$ cat config.mk
export PLATFORM = sky130hd
export DESIGN_NAME = vend_ctrl
export DESIGN_NICKNAME = d
export VERILOG_FILES = /design/src/rtl/vend_pkg.sv /design/src/rtl/vend_idle_timer.sv /design/src/rtl/vend_ctrl.sv
export SDC_FILE = /design/constraint.sdc
export NUM_CORES = 1
export LEC_CHECK = 0
export CORE_MARGIN = 4
export CORE_UTILIZATION = 55
export DETAILED_ROUTE_END_ITERATION = 8
export HOLD_SLACK_MARGIN = 0.02
export PLACE_DENSITY_LB_ADDON = 0.25
export SLEW_MARGIN = 20
export SYNTH_ARGS = -nofsm -noshare
export SYNTH_HDL_FRONTEND = slang
export SYNTH_SLANG_ARGS = --single-unit
$ cat constraint.sdc
create_clock -name clk -period 3.3 [get_ports clk]
set_input_delay 0.495 -clock clk [delete_from_list [all_inputs] [get_ports clk]]
set_output_delay 0.495 -clock clk [all_outputs]
set_load 0.01 [all_outputs]
$ cat src/rtl/vend_pkg.sv
`default_nettype none
// ============================================================================
// Module      : vend_pkg
// Description : Shared types and constants for the vending sequencing
//               controller: FSM state encoding, coin values and credit width.
// Revision    : 1.0 - initial release
// ============================================================================
package vend_pkg;

    // Credit is tracked in half-unit steps; 4 bits covers MAX_CREDIT <= 15.
    localparam int CREDIT_W = 4;

    localparam logic [CREDIT_W-1:0] HALF_VAL = 4'd1;
    localparam logic [CREDIT_W-1:0] ONE_VAL  = 4'd2;

    typedef enum logic [1:0] {
        ST_IDLE     = 2'd0,
        ST_CREDIT   = 2'd1,
        ST_DISPENSE = 2'd2,
        ST_CHANGE   = 2'd3
    } state_t;

endpackage
`default_nettype wire

$ cat src/rtl/vend_idle_timer.sv
`default_nettype none
// ============================================================================
// Module      : vend_idle_timer
// Description : Idle-cycle counter. Cleared by i_clr, counts while i_en,
//               saturates at TIMEOUT and flags o_tc while sitting there.
// Ports       : clk, reset (async, active-high), i_clr, i_en -> o_tc
// Revision    : 1.0 - initial release
// ============================================================================
module vend_idle_timer #(
    parameter int TIMEOUT = 1000
) (
    input  logic clk,
    input  logic reset,
    input  logic i_clr,
    input  logic i_en,
    output logic o_tc
);

    localparam int              CNT_W  = $clog2(TIMEOUT + 1);
    localparam logic [CNT_W-1:0] C_TERM = CNT_W'(TIMEOUT);

    logic [CNT_W-1:0] r_cnt;

    // Saturating so a held terminal count cannot roll over to zero.
    always_ff @(posedge clk or posedge reset) begin
        if (reset) begin
            r_cnt <= '0;
        end else if (i_clr) begin
            r_cnt <= '0;
        end else if (i_en && (r_cnt != C_TERM)) begin
            r_cnt <= r_cnt + 1'b1;
        end
    end

    assign o_tc = (r_cnt == C_TERM);

endmodule
`default_nettype wire

$ cat src/rtl/vend_ctrl.sv
`default_nettype none
// ============================================================================
// Module      : vend_ctrl
// Description : Vending transaction controller. Accumulates coin credit,
//               accepts a priced selection, handshakes the dispenser and pays
//               change back one half-unit coin at a time. Cancel and an idle
//               timeout both refund the full credit through the hopper.
// Ports       : clk, reset (async, active-high)
//               half, one, sel, cancel  - single-cycle request pulses
//               disp_ack, chg_ack       - actuator acknowledges
//               disp_req, chg_req       - actuator requests (level)
//               coin_rej                - one-cycle coin-return pulse
//               credit[3:0], busy       - status
// Revision    : 1.0 - initial release
// ============================================================================
module vend_ctrl
    import vend_pkg::*;
#(
    parameter int PRICE      = 4,
    parameter int MAX_CREDIT = 7,
    parameter int TIMEOUT    = 1000
) (
    input  logic                clk,
    input  logic                reset,
    input  logic                half,
    input  logic                one,
    input  logic                sel,
    input  logic                cancel,
    input  logic                disp_ack,
    input  logic                chg_ack,
    output logic                disp_req,
    output logic                chg_req,
    output logic                coin_rej,
    output logic [CREDIT_W-1:0] credit,
    output logic                busy
);

    localparam logic [CREDIT_W:0]   C_MAX   = (CREDIT_W + 1)'(MAX_CREDIT);
    localparam logic [CREDIT_W-1:0] C_PRICE = CREDIT_W'(PRICE);

    state_t              r_state;
    state_t              w_state_nxt;
    logic [CREDIT_W-1:0] r_credit;
    logic [CREDIT_W-1:0] w_credit_nxt;
    logic [CREDIT_W-1:0] w_credit_coin;
    logic                r_disp_req;
    logic                r_chg_req;
    logic                r_coin_rej;
    logic                r_busy;
    logic                w_coin_ok;
    logic                w_one_acc;
    logic                w_half_acc;
    logic                w_coin_acc;
    logic                w_coin_rej;
    logic                w_tc;

    // Coin evaluation. The 1.00 coin has priority; a simultaneous 0.50 coin
    // is always returned. The range check is done one bit wider so the sum
    // cannot wrap before the comparison.
    assign w_coin_ok  = (r_state == ST_IDLE) || (r_state == ST_CREDIT);
    assign w_one_acc  = one && w_coin_ok &&
                        (({1'b0, r_credit} + {1'b0, ONE_VAL}) <= C_MAX);
    assign w_half_acc = half && !one && w_coin_ok &&
                        (({1'b0, r_credit} + {1'b0, HALF_VAL}) <= C_MAX);
    assign w_coin_acc = w_one_acc || w_half_acc;
    assign w_coin_rej = (one && !w_one_acc) || (half && !w_half_acc);

    assign w_credit_coin = w_one_acc  ? (r_credit + ONE_VAL)  :
                           w_half_acc ? (r_credit + HALF_VAL) : r_credit;

    vend_idle_timer #(
        .TIMEOUT (TIMEOUT)
    ) u_idle_timer (
        .clk   (clk),
        .reset (reset),
        .i_clr (w_coin_acc || (r_state != ST_CREDIT)),
        .i_en  (r_state == ST_CREDIT),
        .o_tc  (w_tc)
    );

    always_ff @(posedge clk or posedge reset) begin
        if (reset) begin
            r_state    <= ST_IDLE;
            r_credit   <= '0;
            r_disp_req <= 1'b0;
            r_chg_req  <= 1'b0;
            r_coin_rej <= 1'b0;
            r_busy     <= 1'b0;
        end else begin
            r_state    <= w_state_nxt;
            r_credit   <= w_credit_nxt;
            r_disp_req <= (w_state_nxt == ST_DISPENSE);
            r_chg_req  <= (w_state_nxt == ST_CHANGE);
            r_coin_rej <= w_coin_rej;
            r_busy     <= (w_state_nxt == ST_DISPENSE) || (w_state_nxt == ST_CHANGE);
        end
    end

    always_comb begin
        w_state_nxt  = r_state;
        w_credit_nxt = r_credit;
        case (r_state)
            ST_IDLE, ST_CREDIT: begin
                w_credit_nxt = w_credit_coin;
                if (w_coin_acc) begin
                    w_state_nxt = ST_CREDIT;
                end
                // Selection sees the credit after this cycle's coin; a coin
                // arriving from IDLE makes the selection eligible as well.
                if ((r_state == ST_CREDIT) && cancel) begin
                    w_state_nxt = ST_CHANGE;
                end else if ((w_state_nxt == ST_CREDIT) && sel &&
                             (w_credit_coin >= C_PRICE)) begin
                    w_state_nxt  = ST_DISPENSE;
                    w_credit_nxt = w_credit_coin - C_PRICE;
                end else if ((r_state == ST_CREDIT) && w_tc && !w_coin_acc) begin
                    w_state_nxt = ST_CHANGE;
                end
            end
            ST_DISPENSE: begin
                if (disp_ack) begin
                    w_state_nxt = (r_credit != '0) ? ST_CHANGE : ST_IDLE;
                end
            end
            ST_CHANGE: begin
                if (r_credit == '0) begin
                    w_state_nxt = ST_IDLE;
                end else if (chg_ack) begin
                    w_credit_nxt = r_credit - 1'b1;
                    if (r_credit == 4'd1) begin
                        w_state_nxt = ST_IDLE;
                    end
                end
            end
            default: begin
                w_state_nxt  = ST_IDLE;
                w_credit_nxt = '0;
            end
        endcase
    end

    assign disp_req = r_disp_req;
    assign chg_req  = r_chg_req;
    assign coin_rej = r_coin_rej;
    assign credit   = r_credit;
    assign busy     = r_busy;

endmodule
`default_nettype wire

==> qor.csv <==
stage,metric,value,unit
die,chip_area,3438,um2
cells_and_area,finalInstanceArea,1624,um2
cells_and_area,logic_gates,125,
status,outcome,completed,
setup_path,slowest_delay,0.48,ns
logic_synthesis,yosysChipArea,1410,um2
setup_path,crit_chain,"inv_1, ha_1, or3b_4, o211ai_2, o22ai_2, inv_1, nand2_1, ha_1, or2b_2, a211o_1, o311ai_2, and2_1",
clock_tree,cts_sinks,19,
sta,finalSetupViolations,0,
routing,highest_layer,met4,
sta,clock-skew-final,0.002640,ns
logic_synthesis,synth_area,1410,um2
setup_path,start_kind,flop,
routing,drt_pass1_iterations,4,
cells_and_area,comb_share,52.85,%
setup_path,ff2ff_path_depth,12,
clock_tree,root_buffer,clkbuf_4,
logic_synthesis,synthArstFlopShare,100.0,%
cells_and_area,insertedDiodeCount,0,
clock_tree,cts_resized,0,
setup_path,critPathMaxFanout,8,
==> placed cells by master, fill, tap and decap left out, types with 4 or more instances in the layout <==
master / count
nand2_1: 19
buf_4: 5
xnor2_1: 6
ha_1: 11
nand3_1: 10
xor2_1: 4
and3_1: 4
o21ai_0: 6
dfrtp_1: 19
a21oi_1: 5
clkdlybuf4s50_1: 15
nor2_1: 20
inv_1: 9
==> synthesized netlist by cell type, types with 2 or more instances <==
library cell	number	area, um2
o311ai_2	2	32.53
a21boi_0	2	15.01
xnor2_1	6	52.55
buf_6	3	33.78
ha_1	11	137.6
xor2_1	4	35.03
nand2_1	19	71.32
a211o_1	3	26.28
nand3_1	10	50.05
o21ai_0	6	30.03
nand4_1	2	12.51
inv_1	9	33.78
and2_1	3	18.77
and3_1	4	25.02
a311o_1	2	20.02
o211ai_2	2	25.02
a31oi_1	2	12.51
a21oi_1	5	25.02
dfrtp_1	19	475.5
nor2_1	20	75.07
==> cells by family after synthesis <==
kind of cell / share of synthesized area, %
simple gates: 22.10
compound gates: 21.47
flops: 33.72
buf+inv: 5.944
fa+ha+maj: 9.760
xor+xnor: 6.211
mux: 0.7985
==> worst max-delay path: cells and delay by family (launching register included) <==
family                     cells  cell delay, ns
DFF                            1            0.48
buffers and inverters          2            0.25
and+or+nand+nor                4            1.03
adders and majority gates      2            0.58
AOI/OAI and AO/OA              4            0.71
==> power by group <==
group          internal (mW)  switching [mW]
clock                 0.0454          0.0806
sequential             0.291          0.0969
combinational          0.379           0.431
==> flip-flops by register name, summed over array words and instances, names as in the netlist <==
register	count
credit	4
disp_req	1
chg_req	1
coin_rej	1
u_idle_timer.r_cnt	10
r_state	1
busy	1
**Cell outlines without signal wires**

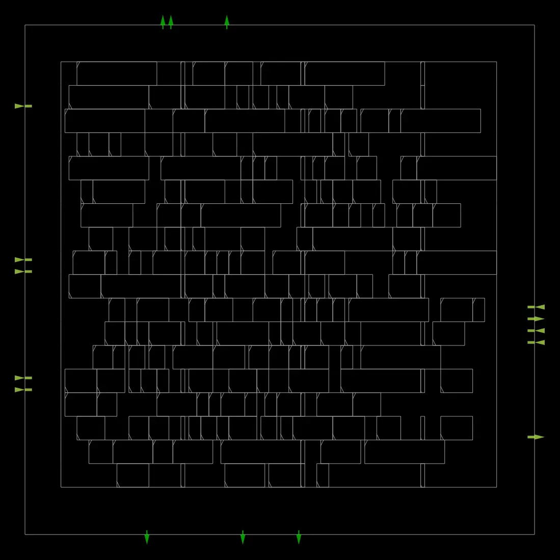
Cell Rows: 18
Final Util: 66.16%

**Met2 routing**

Scale: 8 px per um.
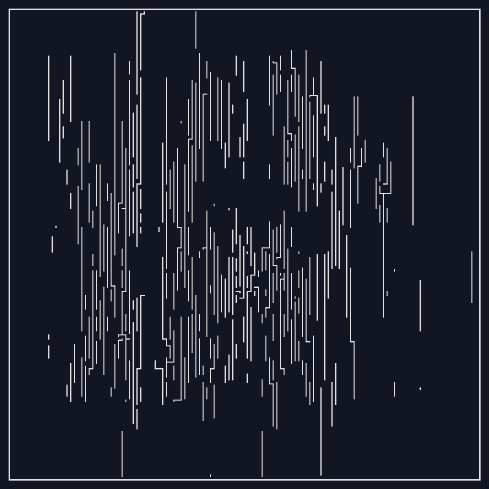
- share of all routed wire: 48%
- main direction: vertical
- wire length on this layer: 1460 um
- nets with wire on the layer: 160
vias: 1230
GR Util met2: 33.01%
Total Wirelength: 3.033 mm

**Wires at chosen ports, followed through buffers**

Scale: 4 px per um.
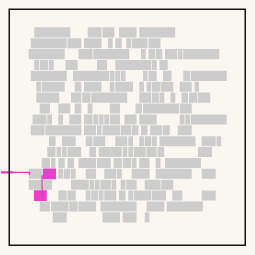
- magenta: disp_ack (direction input; edge left; end cells 2; buffers 1; wire 10.4 um)
IO Pins: 16
IO Port Bufs: 15

**Signal wires by layer**

Scale: 4 px per um. Two of the layers only.
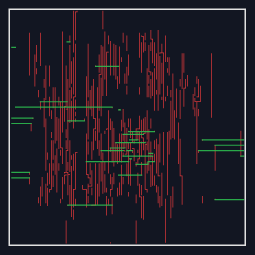
- red: met2 (wire length 1460 um)
- green: met3 (wire length 171 um)
routed length per instance: 14.58 um
Total GRT Usage: 19.43%

**I/O pins on the die edge**

Scale: 8 px per um. Pins as bars across the die edge, other pins in grey.
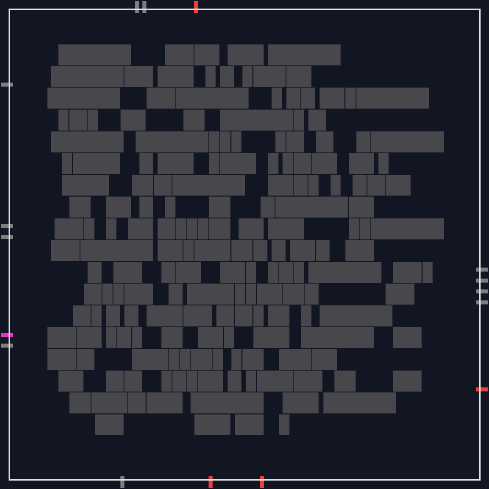
- magenta: disp_ack (pins 1; direction input; edge left)
- red: credit (pins 4; direction output; edge 2 bottom, 1 right, 1 top)
- all pins by edge: 5 left, 5 right, 3 bottom, 3 top
Chip Height: 58.64 um
Horiz. Die Dim: 58.64 um

Power is estimated from default activity; no workload was simulated.
